===== config.mk =====
export PLATFORM = sky130hd
export DESIGN_NAME = reg16_byte_read
export DESIGN_NICKNAME = d
export VERILOG_FILES = /design/src/rtl/reg16_byte_read_pkg.sv /design/src/rtl/reg16_byte_read_byte_select_mux.sv /design/src/rtl/reg16_byte_read.sv
export SDC_FILE = /design/constraint.sdc
export NUM_CORES = 1
export LEC_CHECK = 0
export ABC_AREA = 0
export CORE_MARGIN = 5
export CORE_UTILIZATION = 30
export CTS_BUF_LIST = sky130_fd_sc_hd__clkbuf_2 sky130_fd_sc_hd__clkbuf_4 sky130_fd_sc_hd__clkbuf_8
export CTS_CLUSTER_SIZE = 20
export DETAILED_ROUTE_END_ITERATION = 16
export PLACE_DENSITY = 0.55
export SLEW_MARGIN = 20
export SYNTH_ARGS = -nofsm -noshare
export SYNTH_HDL_FRONTEND = slang
export SYNTH_SLANG_ARGS = --single-unit

===== constraint.sdc =====
create_clock -name clk -period 1.9 [get_ports clk]
set_clock_uncertainty 0.2 [all_clocks]
set_input_delay 0.57 -clock clk [delete_from_list [all_inputs] [get_ports clk]]
set_output_delay 0.57 -clock clk [all_outputs]
set_load 0.02 [all_outputs]

===== src/rtl/reg16_byte_read_pkg.sv =====
// ============================================================================
// Module  : reg16_byte_read_pkg
// Purpose : Shared types and widths for the 16-bit byte-serialising reader.
// Rev     : 1.0
// ============================================================================
`default_nettype none

package reg16_byte_read_pkg;

  localparam int BYTE_W = 8;
  localparam int WORD_W = 16;

  localparam logic LO_BYTE = 1'b0;
  localparam logic HI_BYTE = 1'b1;

  typedef enum logic [1:0] {
    IDLE   = 2'd0,
    FIRST  = 2'd1,
    SECOND = 2'd2
  } state_t;

endpackage

`default_nettype wire


===== src/rtl/reg16_byte_read_byte_select_mux.sv =====
// ============================================================================
// Module  : byte_select_mux
// Purpose : Picks one byte of the held word by index; zero when not valid.
// Rev     : 1.0
// ============================================================================
`default_nettype none

module byte_select_mux
  import reg16_byte_read_pkg::*;
(
  input  logic [WORD_W-1:0] i_hold,
  input  logic              i_sel,
  input  logic              i_valid,
  output logic [BYTE_W-1:0] o_byte
);

  always_comb begin
    o_byte = '0;
    if (i_valid) begin
      o_byte = (i_sel == HI_BYTE) ? i_hold[WORD_W-1:BYTE_W] : i_hold[BYTE_W-1:0];
    end
  end

endmodule

`default_nettype wire


===== src/rtl/reg16_byte_read.sv =====
// ============================================================================
// Module  : reg16_byte_read
// Purpose : Accepts a 16-bit word and emits it as two handshaked bytes.
//           REG16_BYTE_READ_HIGH_FIRST_EN selects high-byte-first order.
// Rev     : 1.0
// ============================================================================
`default_nettype none

module reg16_byte_read
  import reg16_byte_read_pkg::*;
(
  input  logic              clk,
  input  logic              reset,
  input  logic              loadValid,
  output logic              loadReady,
  input  logic [WORD_W-1:0] dataIn,
  input  logic              flush,
  output logic              byteValid,
  input  logic              byteReady,
  output logic [BYTE_W-1:0] dataOut,
  output logic              byteSel,
  output logic              lastByte
);

`ifdef REG16_BYTE_READ_HIGH_FIRST_EN
  localparam logic c_FIRST_IDX  = HI_BYTE;
  localparam logic c_SECOND_IDX = LO_BYTE;
`else
  localparam logic c_FIRST_IDX  = LO_BYTE;
  localparam logic c_SECOND_IDX = HI_BYTE;
`endif

  state_t            r_state;
  state_t            w_next;
  logic [WORD_W-1:0] r_hold;
  logic              w_load;
  logic              w_idx;

  // Load only from IDLE and never in a flush cycle.
  assign w_load = (r_state == IDLE) && loadValid && !flush;

  always_ff @(posedge clk) begin
    if (reset) begin
      r_state <= IDLE;
      r_hold  <= '0;
    end else begin
      r_state <= w_next;
      if (w_load) begin
        r_hold <= dataIn;
      end
    end
  end

  always_comb begin
    w_next = r_state;
    if (flush) begin
      w_next = IDLE;
    end else begin
      case (r_state)
        IDLE:    if (loadValid) w_next = FIRST;
        FIRST:   if (byteReady) w_next = SECOND;
        SECOND:  if (byteReady) w_next = IDLE;
        default: w_next = IDLE;
      endcase
    end
  end

  // All outputs decode from state and hold only.
  assign loadReady = (r_state == IDLE);
  assign byteValid = (r_state == FIRST) || (r_state == SECOND);
  assign lastByte  = (r_state == SECOND);
  assign w_idx     = (r_state == SECOND) ? c_SECOND_IDX : c_FIRST_IDX;
  assign byteSel   = byteValid ? w_idx : LO_BYTE;

  byte_select_mux u_mux (
    .i_hold  (r_hold),
    .i_sel   (w_idx),
    .i_valid (byteValid),
    .o_byte  (dataOut)
  );

endmodule

`default_nettype wire


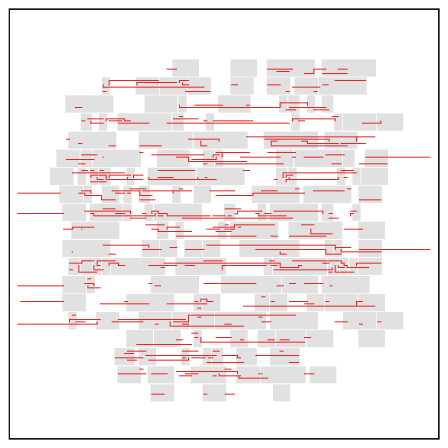
Figure 1: met1 routing.
main direction: horizontal
wire length on this layer: 1,000 µm
nets with wire on the layer: 151

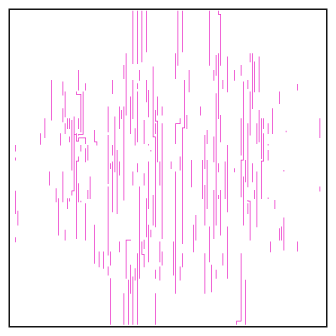
Figure 2: the metal 2 layer.
wire length on this layer: 1,170 µm
main direction: vertical
longest straight run: 26.9 µm

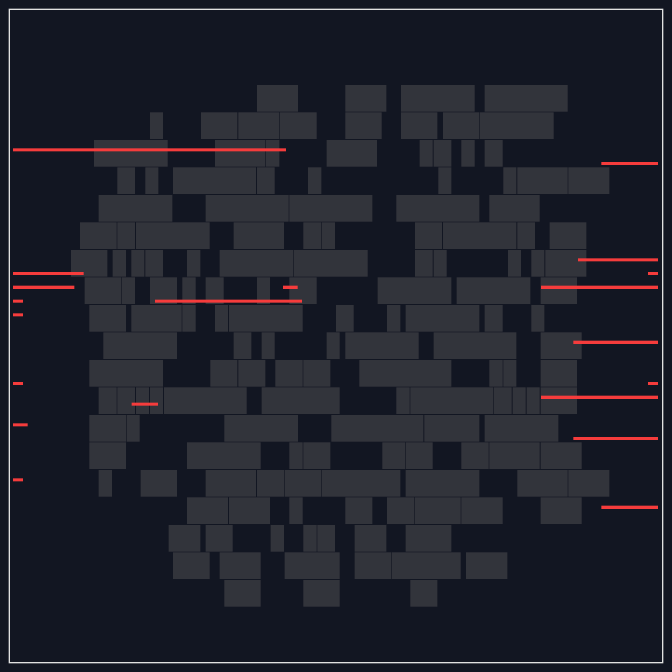
Figure 3: met3 routing.
share of all routed wire: 5.1%
longest straight run: 26.7 µm

what timing repair did:
action,in CTS,in global routing
endpoints found under the setup margin,12,12
pin swaps,0,2
gates resized,84,2
buffers inserted,3,3
cell type report:
cell class              count  area [µm²]
well taps                  31       38.79
flip-flops and latches     18       362.8
fillers                   266        1187
inverters                   3       13.76
repair buffers             49       511.7
clock buffers               4       36.28
multi-input cells          78       654.4
cells by family after synthesis:
group,Yosys count,synth area share [%]
AND/OR/NAND/NOR,45,22.61
AND-OR/OR-AND,20,14.33
flip-flops,18,40.45
buffers and inverters,10,6.881
multiplexers,9,10.11
adder cells (fa/ha/maj),4,5.618
per-layer routing:
metal  track usage (%)  wire length, µm  vias up
met5                 0                0        -
met4             2.375               13        0
met3             4.145              118        2
met2             21.91             1173       21
met1             14.50             1004      407
li1                  -                -      440
==> impl_metrics.ini <==
; physical design summary
[outcome]
status = complete, but fails checks
violations = negative setup slack

[setup_path]
worst_r2r_endpoint = r_state[0]
cp-startpoint = r_state[0]
slowest_stage = dfxtp_2
reg2regPathDepth = 7
path_max_fanout = 5
crit_family = flip-flops
rrSetupSlack_ns = 0.16
path_class = reg -> out
worst-path-stages = 6
endpoint = dataOut[4]
worstPathRequired_ns = 1.13
cp_slowest_stage_delay_ns = 0.35
arrival_ns = 1.44

[worst_hold_path]
hp-class = reg -> reg
min_path_cells = 2
hp-start = r_hold[13]

[yosys]
top_area_cell = dfxtp_1
common_cells = 34 x nand2_1, 18 x dfxtp_1, 16 x a21oi_1
syn_area_um2 = 890.9
ys_cells = 106
synth-seq-cells = 18
synth_nets = 131
top_cell = nand2_1
ys_seq_share_pct = 40.45
synthArstFlopShare_pct = 0
yosysWarningCount = 0
synthTopCellsByArea = dfxtp_1 40%, nand2_1 14%, mux2i_1 10%
ys_area_um2 = 890.9
postSynthCellCount = 106
synth-edff-count = 0
postSynthAreaPerCell_um2 = 8.404

[placement]
numPortBuffers = 32
dpl_worst_slack_ns = -0.4486
postPlaceCellArea_um2 = 1428
hpwl_um = 1714

[detailed_routing]
route.vias.total = 870
drcViolationCount = 0
wirelength_um = 2310
first_pass_iters = 4
drtAntennaViolNets = 0

[floorplanning]
core_area_um2 = 2805
die_x_um = 64.50
chipArea_um2 = 4160
io_pins = 33
die_h_um = 64.50

[global_route]
grt_pass1_vias = 891
grt_first_pass_wirelength_um = 4022
antenna_found_initial = 0
grt_max_degree = 17
grt-ovfl-total = 0

[final_layout]
most-common-layout-cells = 34 x nand2_1, 20 x clkdlybuf4s50_1, 16 x a21oi_1, 16 x dfxtp_1, 13 x buf_6
diodes = 0
stdcell_area_um2 = 1618
largest_reg_flops = 16
synthToLayoutAreaGrowth_pct = 81.60
largestRegisters = r_hold: 16 flops, r_state: 2 flops
final_common_cell = nand2_1
layoutNonFillerInstCount = 183
regMostFlops = r_hold

[cts]
insertion_delay_ns = 0.29
cts_sinks = 18
clkTransAtPathRegs_ns = 0.11
cts_tree = done
cts_buffer_depth = 2

[power]
p_seq_share_pct = 49.0
p_sw_mw = 0.2106
maxPowerGroup = registers
clkPwrFrac_pct = 27.8
powerDensity_nw_per_um2 = 520.8
leakagePower_nw = 0.5830
power_report.internal_total_mw = 0.6319
p_total_mw = 0.8425
max-vdd-ir-drop_mv = 0.5612
combinationalPower_mw = 0.196
power_clock_mw = 0.234

[final_timing]
rsz0062_at_grt = yes
relSlewSlack_pct = 82.53
min_period_ns = 2.213
fin_ws_ns = -0.3128
setup_viol = 11
report.final.slew_viol_count = 0
max_freq_mhz = 451.9
period_used_pct = 116.5

[job]
maxCapViolCount = 0
